--- src/rtl/pipe_ctrl_pkg.sv ---
`default_nettype none
// ============================================================================
// Module  : pipe_ctrl_pkg
// Purpose : Shared types and constants for the pipeline hazard controller.
// Rev     : 1.0
// ============================================================================
package pipe_ctrl_pkg;

    localparam int REG_ADDR_W_DEF = 3;
    localparam int CNT_W          = 4;

    typedef enum logic [1:0] {
        ST_RUN   = 2'd0,
        ST_DRAIN = 2'd1,
        ST_ENTRY = 2'd2
    } state_t;

endpackage
`default_nettype wire

--- src/rtl/lu_detect.sv ---
`default_nettype none
// ============================================================================
// Module  : lu_detect
// Purpose : Combinational load-use comparator between the EX load and ID sources.
// Rev     : 1.0
// ============================================================================
module lu_detect
    import pipe_ctrl_pkg::*;
#(
    parameter int REG_ADDR_W = REG_ADDR_W_DEF
) (
    input  logic                  ex_mem_read,
    input  logic [REG_ADDR_W-1:0] ex_rd,
    input  logic [REG_ADDR_W-1:0] id_rs1,
    input  logic [REG_ADDR_W-1:0] id_rs2,
    input  logic                  id_rs1_used,
    input  logic                  id_rs2_used,
    output logic                  hazard
);

    assign hazard = ex_mem_read &
                    ((id_rs1_used & (id_rs1 == ex_rd)) |
                     (id_rs2_used & (id_rs2 == ex_rd)));

endmodule
`default_nettype wire

--- src/rtl/pipe_hazard_ctrl.sv ---
`default_nettype none
// ============================================================================
// Module  : pipe_hazard_ctrl
// Purpose : Pipeline stall/flush control with optional interrupt drain/entry
//           sequencing, enabled by macro PIPE_INT_SUPPORT_EN.
// Rev     : 1.0
// ============================================================================
module pipe_hazard_ctrl
    import pipe_ctrl_pkg::*;
#(
    parameter int REG_ADDR_W = REG_ADDR_W_DEF,
    parameter int INT_DRAIN  = 3
) (
    input  logic                  clk,
    input  logic                  reset_n,
    input  logic                  ex_mem_read,
    input  logic [REG_ADDR_W-1:0] ex_rd,
    input  logic [REG_ADDR_W-1:0] id_rs1,
    input  logic [REG_ADDR_W-1:0] id_rs2,
    input  logic                  id_rs1_used,
    input  logic                  id_rs2_used,
    input  logic                  ex_branch_taken,
    input  logic                  int_req,
    output logic                  pc_hold,
    output logic                  if_id_hold,
    output logic                  if_id_flush,
    output logic                  id_ex_flush,
    output logic                  int_ack,
    output logic                  int_active
);

    logic lu_hazard;
    logic pc_hold_c, if_id_hold_c, if_id_flush_c, id_ex_flush_c;

    lu_detect #(.REG_ADDR_W(REG_ADDR_W)) u_lu_detect (
        .ex_mem_read (ex_mem_read),
        .ex_rd       (ex_rd),
        .id_rs1      (id_rs1),
        .id_rs2      (id_rs2),
        .id_rs1_used (id_rs1_used),
        .id_rs2_used (id_rs2_used),
        .hazard      (lu_hazard)
    );

`ifdef PIPE_INT_SUPPORT_EN
    state_t             state, state_nx;
    logic [CNT_W-1:0]   cnt;
    logic               armed;
    logic               int_ack_r;

    always_ff @(posedge clk or negedge reset_n) begin
        if (!reset_n) state <= ST_RUN;
        else          state <= state_nx;
    end

    always_comb begin
        state_nx = state;
        case (state)
            ST_RUN:   if (int_req && armed && !ex_branch_taken) state_nx = ST_DRAIN;
            ST_DRAIN: if (cnt == CNT_W'(1)) state_nx = ST_ENTRY;
            ST_ENTRY: state_nx = ST_RUN;
            default:  state_nx = ST_RUN;
        endcase
    end

    // Counter, re-arm flag and the registered acknowledge pulse
    always_ff @(posedge clk or negedge reset_n) begin
        if (!reset_n) begin
            cnt       <= '0;
            armed     <= 1'b1;
            int_ack_r <= 1'b0;
        end else begin
            if (state == ST_RUN && state_nx == ST_DRAIN)
                cnt <= CNT_W'(INT_DRAIN);
            else if (state == ST_DRAIN)
                cnt <= cnt - CNT_W'(1);
            int_ack_r <= (state == ST_DRAIN) && (cnt == CNT_W'(1));
            if (state == ST_ENTRY)
                armed <= 1'b0;
            else if (!int_req)
                armed <= 1'b1;
        end
    end

    always_comb begin
        pc_hold_c     = 1'b0;
        if_id_hold_c  = 1'b0;
        if_id_flush_c = 1'b0;
        id_ex_flush_c = 1'b0;
        case (state)
            ST_RUN: begin
                if (ex_branch_taken) begin
                    if_id_flush_c = 1'b1;
                    id_ex_flush_c = 1'b1;
                end else if (lu_hazard) begin
                    pc_hold_c     = 1'b1;
                    if_id_hold_c  = 1'b1;
                    id_ex_flush_c = 1'b1;
                end
            end
            ST_DRAIN: begin
                pc_hold_c     = 1'b1;
                if_id_flush_c = 1'b1;
                id_ex_flush_c = ex_branch_taken;
            end
            default: ;
        endcase
    end

    assign int_ack    = int_ack_r;
    assign int_active = (state != ST_RUN);
`else
    logic       unused_inputs;
    logic [3:0] unused_drain;

    assign unused_inputs = &{1'b0, clk, int_req};
    assign unused_drain  = 4'(INT_DRAIN);

    // Branch overrides load-use; there is no interrupt sequencing here
    always_comb begin
        pc_hold_c     = 1'b0;
        if_id_hold_c  = 1'b0;
        if_id_flush_c = 1'b0;
        id_ex_flush_c = 1'b0;
        if (ex_branch_taken) begin
            if_id_flush_c = 1'b1;
            id_ex_flush_c = 1'b1;
        end else if (lu_hazard) begin
            pc_hold_c     = 1'b1;
            if_id_hold_c  = 1'b1;
            id_ex_flush_c = 1'b1;
        end
    end

    assign int_ack    = 1'b0;
    assign int_active = 1'b0;
`endif

    // Outputs are forced quiet while reset is asserted, whatever the inputs
    assign pc_hold     = reset_n & pc_hold_c;
    assign if_id_hold  = reset_n & if_id_hold_c;
    assign if_id_flush = reset_n & if_id_flush_c;
    assign id_ex_flush = reset_n & id_ex_flush_c;

endmodule
`default_nettype wire

--- config.mk ---
export PLATFORM = sky130hd
export DESIGN_NAME = pipe_hazard_ctrl
export DESIGN_NICKNAME = d
export VERILOG_FILES = /design/src/rtl/pipe_ctrl_pkg.sv /design/src/rtl/lu_detect.sv /design/src/rtl/pipe_hazard_ctrl.sv
export SDC_FILE = /design/constraint.sdc
export NUM_CORES = 1
export LEC_CHECK = 0
export CORE_AREA = 3 3 40 42
export DETAILED_ROUTE_END_ITERATION = 6
export DIE_AREA = 0 0 43 45
export GPL_TIMING_DRIVEN = 0
export PLACE_DENSITY_LB_ADDON = 0.3
export SLEW_MARGIN = 30
export SYNTH_ARGS = -nofsm -noshare
export SYNTH_HDL_FRONTEND = slang
export SYNTH_SLANG_ARGS = --single-unit
--- constraint.sdc ---
create_clock -name vclk -period 2.85
set_input_delay 0.57 -clock vclk [all_inputs]
set_output_delay 0.57 -clock vclk [all_outputs]
set_load 0.01 [all_outputs]
**Run 1: the metal 1 layer**

Drawn at 12 px/um. Supply wires on this layer in grey. Cells faint in the background.
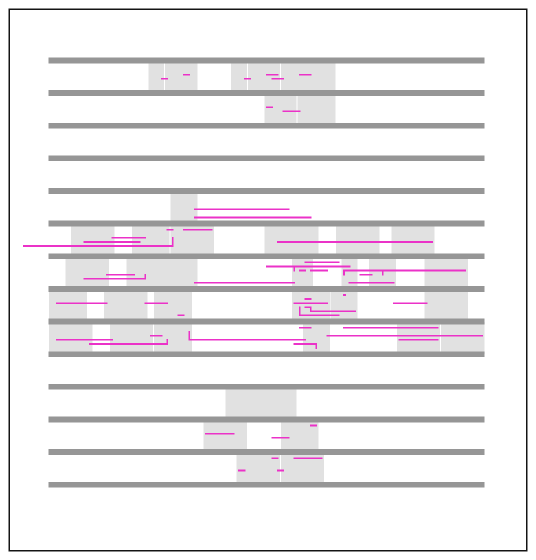
- nets with wire on the layer: 40
- wire length on this layer: 181 um
- longest straight run: 12.9 um
- main direction: horizontal
via count of the routed design: 186
met1 Use GR: 5.00%
Routed WL: 422 um

**Run 1: wiring by layer**

Drawn at 12 px/um. Two of the layers only.
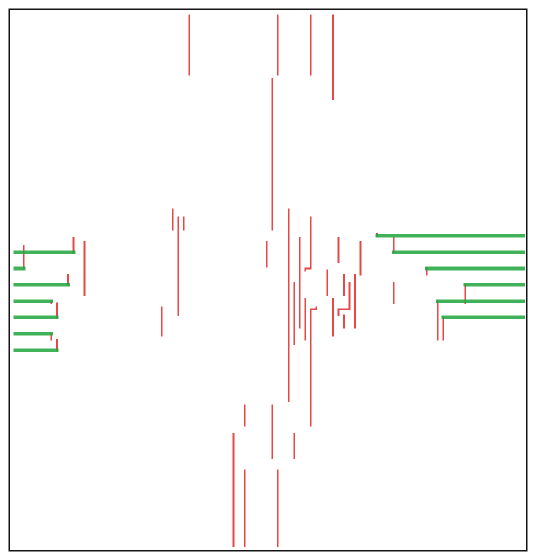
- red: M2 (wire length 169 um)
- green: M3 (wire length 72.5 um)
Total GRT Usage: 3.90%
WL/cell: 8.12 um

**Run 1: I/O pins on the die edge**

Drawn at 8 px/um. Pins as bars across the die edge, other pins in grey.
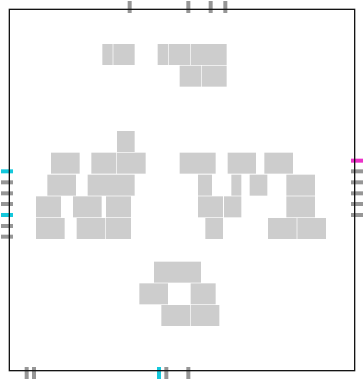
- cyan: id_rs2 (pins 3; direction input; edge 2 west, 1 south)
- magenta: id_ex_flush (pins 1; direction output; edge east)
Port-buffer cells: 18
die width: 43 um
die height: 45 um

==> summary.txt, run 1 <==
DRT Pass-1 Iters -> 1
Nets -> 55
Max cap viols -> 0
Arrival @ worst endpoint -> 2.11 ns
First-pass GRT wire length -> 614 um
Setup Viol. Count Final -> 0
RSZ-0062 raised after global routing -> no
Slowest library cell on the worst path -> clkdlybuf4s50_1
Worst Hold End -> if_id_hold
Dpl ws -> -0.0780 ns
Crit path largest cell delay -> 0.56 ns
Hold Crit Class -> primary input to output pin
Setup TNS -> 0 ns
Ratio of cells with drive above 1 in the final layout -> 16.2%
Antenna Nets Post-Route -> 0
# rows -> 13
FMAX -> 0.373 GHz
Synth Seq Share -> 0%
Crit path kind -> primary input to output pin
Antenna violations before repair -> 0
Synth Area per Inst -> 7.44 um2
Worst Min Path Start -> ex_branch_taken
Worst Hold Depth -> 3
Run status -> finished clean
Cells after Synth -> 18
Synth unique cells -> 10
Register area -> 0 um2
==> run 1: timing repair <==
| action | in CTS | in global routing |
|---|---|---|
| endpoints found under the setup margin | 1 | 1 |
| hold buffers | 0 | 0 |
| resized | 3 | 2 |
| setup buffers | 0 | 0 |
| pin swaps | 5 | 0 |
| cloned | 0 | 0 |
==> run 1: final cells by class <==
class	instances	area (um2)	area share [%]
tap	15	18.8	5.34
buffer	3	22.5	6.41
multi-input combinational	16	130	37.0
timing repair buffer	18	180	51.2
==> run 1: routing by layer <==
layer | GRT usage (%) | share of wire, %
met1 | 5.00 | 43
met2 | 7.19 | 40
met4 | 0 | 0
met5 | 0 | 0
met3 | 0.797 | 17
==> run 1: power by group <==
part / switching [uW] / internal [uW]
Clock: 0 / 0
Combinational: 15.5 / 30.8
Sequential: 0 / 0
==> run 1: how the worst max path moves through the flow <==
stage	startpoint	endpoint	slack [ns]	cells after the start
CTS	ex_rd[2]	if_id_hold	0.05	5
floorplan	ex_rd[1]	pc_hold	0.92	4
detailed placement	ex_rd[0]	pc_hold	-0.08	6
global route	ex_rd[2]	id_ex_flush	0.09	5
global placement	ex_rd[0]	pc_hold	-0.06	6
finish	ex_rd[2]	id_ex_flush	0.17	5
==> run 1: cells by family after synthesis <==
logic type / count (synthesis) / synth area share, %
other: 1 / 2.80
xor gates and xnor gates: 6 / 39.3
and+or+nand+nor: 5 / 21.5
buffers and inverters: 3 / 16.8
AOI/OAI and AO/OA: 3 / 19.6
==> run 1: synth_stat cells, drive strengths merged <==
master  count
xnor2       6
buf         3
nand4       2
a211oi      1
a41oi       1
and2        1
and3        1
conb        1
nand2       1
o21ai       1
**Run 1: track usage over the die**

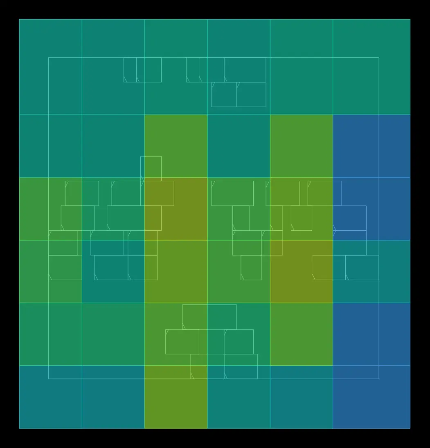

==> run 2, diff against run 1 <==
==> constraint.sdc (replaced) <==
create_clock -name vclk -period 3.31
set_input_delay 0.662 -clock vclk [all_inputs]
set_output_delay 0.662 -clock vclk [all_outputs]
set_load 0.01 [all_outputs]
**Run 2: track usage over the die**

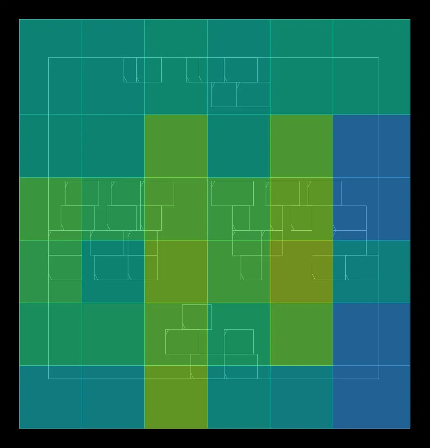
global-route met2 utilization: 5.69%
Total GRT Usage: 3.57%
met1 Use GR: 5.24%

**Run 2: wiring by layer**

Drawn at 12 px/um. Two of the layers only.
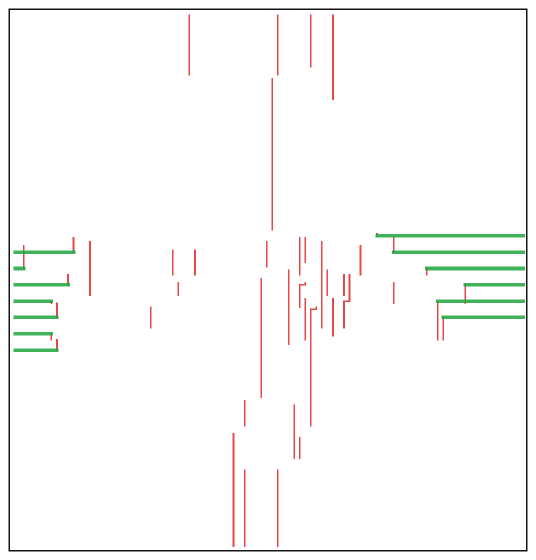
- green: M3 (wire length 72.5 um)
- red: M2 (wire length 152 um)
WL/cell: 7.88 um
Routed WL: 410 um
via count of the routed design: 185

**Run 2: I/O pins on the die edge**

Drawn at 8 px/um. Pins as bars across the die edge, other pins in grey.
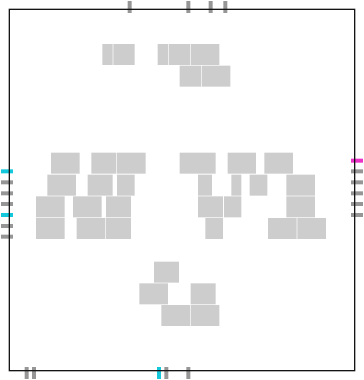
- cyan: id_rs2 (pins 3; direction input; edge 2 west, 1 south)
- magenta: id_ex_flush (pins 1; direction output; edge east)
- all pins by edge: 7 west, 6 east, 5 south, 4 north

==> run 2 against run 1 <==
Critical path depth is 1 higher. Sequential share of layout area unchanged. Largest cell class unchanged. Worst setup slack better by 0.056 ns. Synthesized area stayed put. Clock-buffer cell count is the same.
==> summary.txt, run 2 <==
Nets -> 55 (unchanged)
Synth unique cells -> 10 (unchanged)
Ratio of cells with drive above 1 in the final layout -> 10.8% (-5.4 points)
Synth Area per Inst -> 7.44 um2 (unchanged)
Port-buffer cells -> 18 (unchanged)
Antenna Nets Post-Route -> 0 (unchanged)
Hold-fix buffers, CTS -> 0 (unchanged)
Dpl ws -> 0.198 ns (+0.276 ns)
FMAX -> 0.324 GHz
CTS resizes -> 0 (-3)
Crit path kind -> primary input to output pin
Int Pwr -> 25.7 uW (-17%)
Arrival @ worst endpoint -> 2.42 ns (+0.31 ns)
Synth Seq Share -> 0% (unchanged)
Clock network power share -> 0% (unchanged)
Register area -> 0 um2 (unchanged)
# rows -> 13 (unchanged)
Die width -> 43 um (unchanged)
Max cap viols -> 0 (unchanged)
Cells after Synth -> 18 (unchanged)
Setup TNS -> 0 ns (unchanged)
Die height -> 45 um (unchanged)
Gate power share -> 100.0% (about the same)
Run status -> finished clean
Number of post-CTS setup repair buffers -> 0 (unchanged)
-- run 2: cell count changes in the layout (fill, tap and decap cells not counted), sizes merged --
| cell | change |
|---|---|
| clkdlybuf4s50 | +3 |
| dlymetal6s2s | -1 |
| dlygate4sd2 | -2 |
-- run 2: worst paths after layout --
path / start / endpoint / slack [ns] / depth (start not counted)
setup / recovery: ex_rd[0] / pc_hold / 0.23 / 6
hold / removal: ex_branch_taken / if_id_hold / 2.34 / 3
-- run 2: kinds of logic (layout without fill, tap and decap cells) --
group,after synthesis,after routing,share of synthesized area [%]
compound gates,3,3,19.6
xor+xnor,6,6,39.3
buf+inv,3,21,16.8
other cells,1,2,2.80
simple gates,5,5,21.5
-- run 2: critical path, cell delays in order --
cell,delay [ns]
clkdlybuf4s50_1,0.45
xnor2_1,0.24
nand4_1,0.14
a211oi_2,0.26
buf_4,0.14
clkdlybuf4s50_1,0.52
-- run 2: area by class of cell --
| cell class | instances | area (um2) | share of cell area (%) |
|---|---|---|---|
| Tap cell | 15 | 18.8 | 5.58 |
| Multi-Input combinational cell | 16 | 115 | 34.2 |
| Timing Repair Buffer | 18 | 180 | 53.5 |
| Buffer | 3 | 22.5 | 6.69 |
-- run 2: power by group through the flow --
stage	sequential [uW]	clock (uW)	combinational, uW
global placement	0	0	38.4
floorplan	0	0	14.5
finish	0	0	38.1
detailed placement	0	0	38.4
global route	0	0	41.2
CTS	0	0	38.6
-- run 2: routing by layer --
metal  GRT usage [%]  share of wire (%)  up-vias
met5               0                  0        -
met4               0                  0        0
met3           0.797                 18        0
met2            5.69                 37       13
met1            5.24                 45       74
li1                -                  -       98
Power and IR drop assume default switching activity.
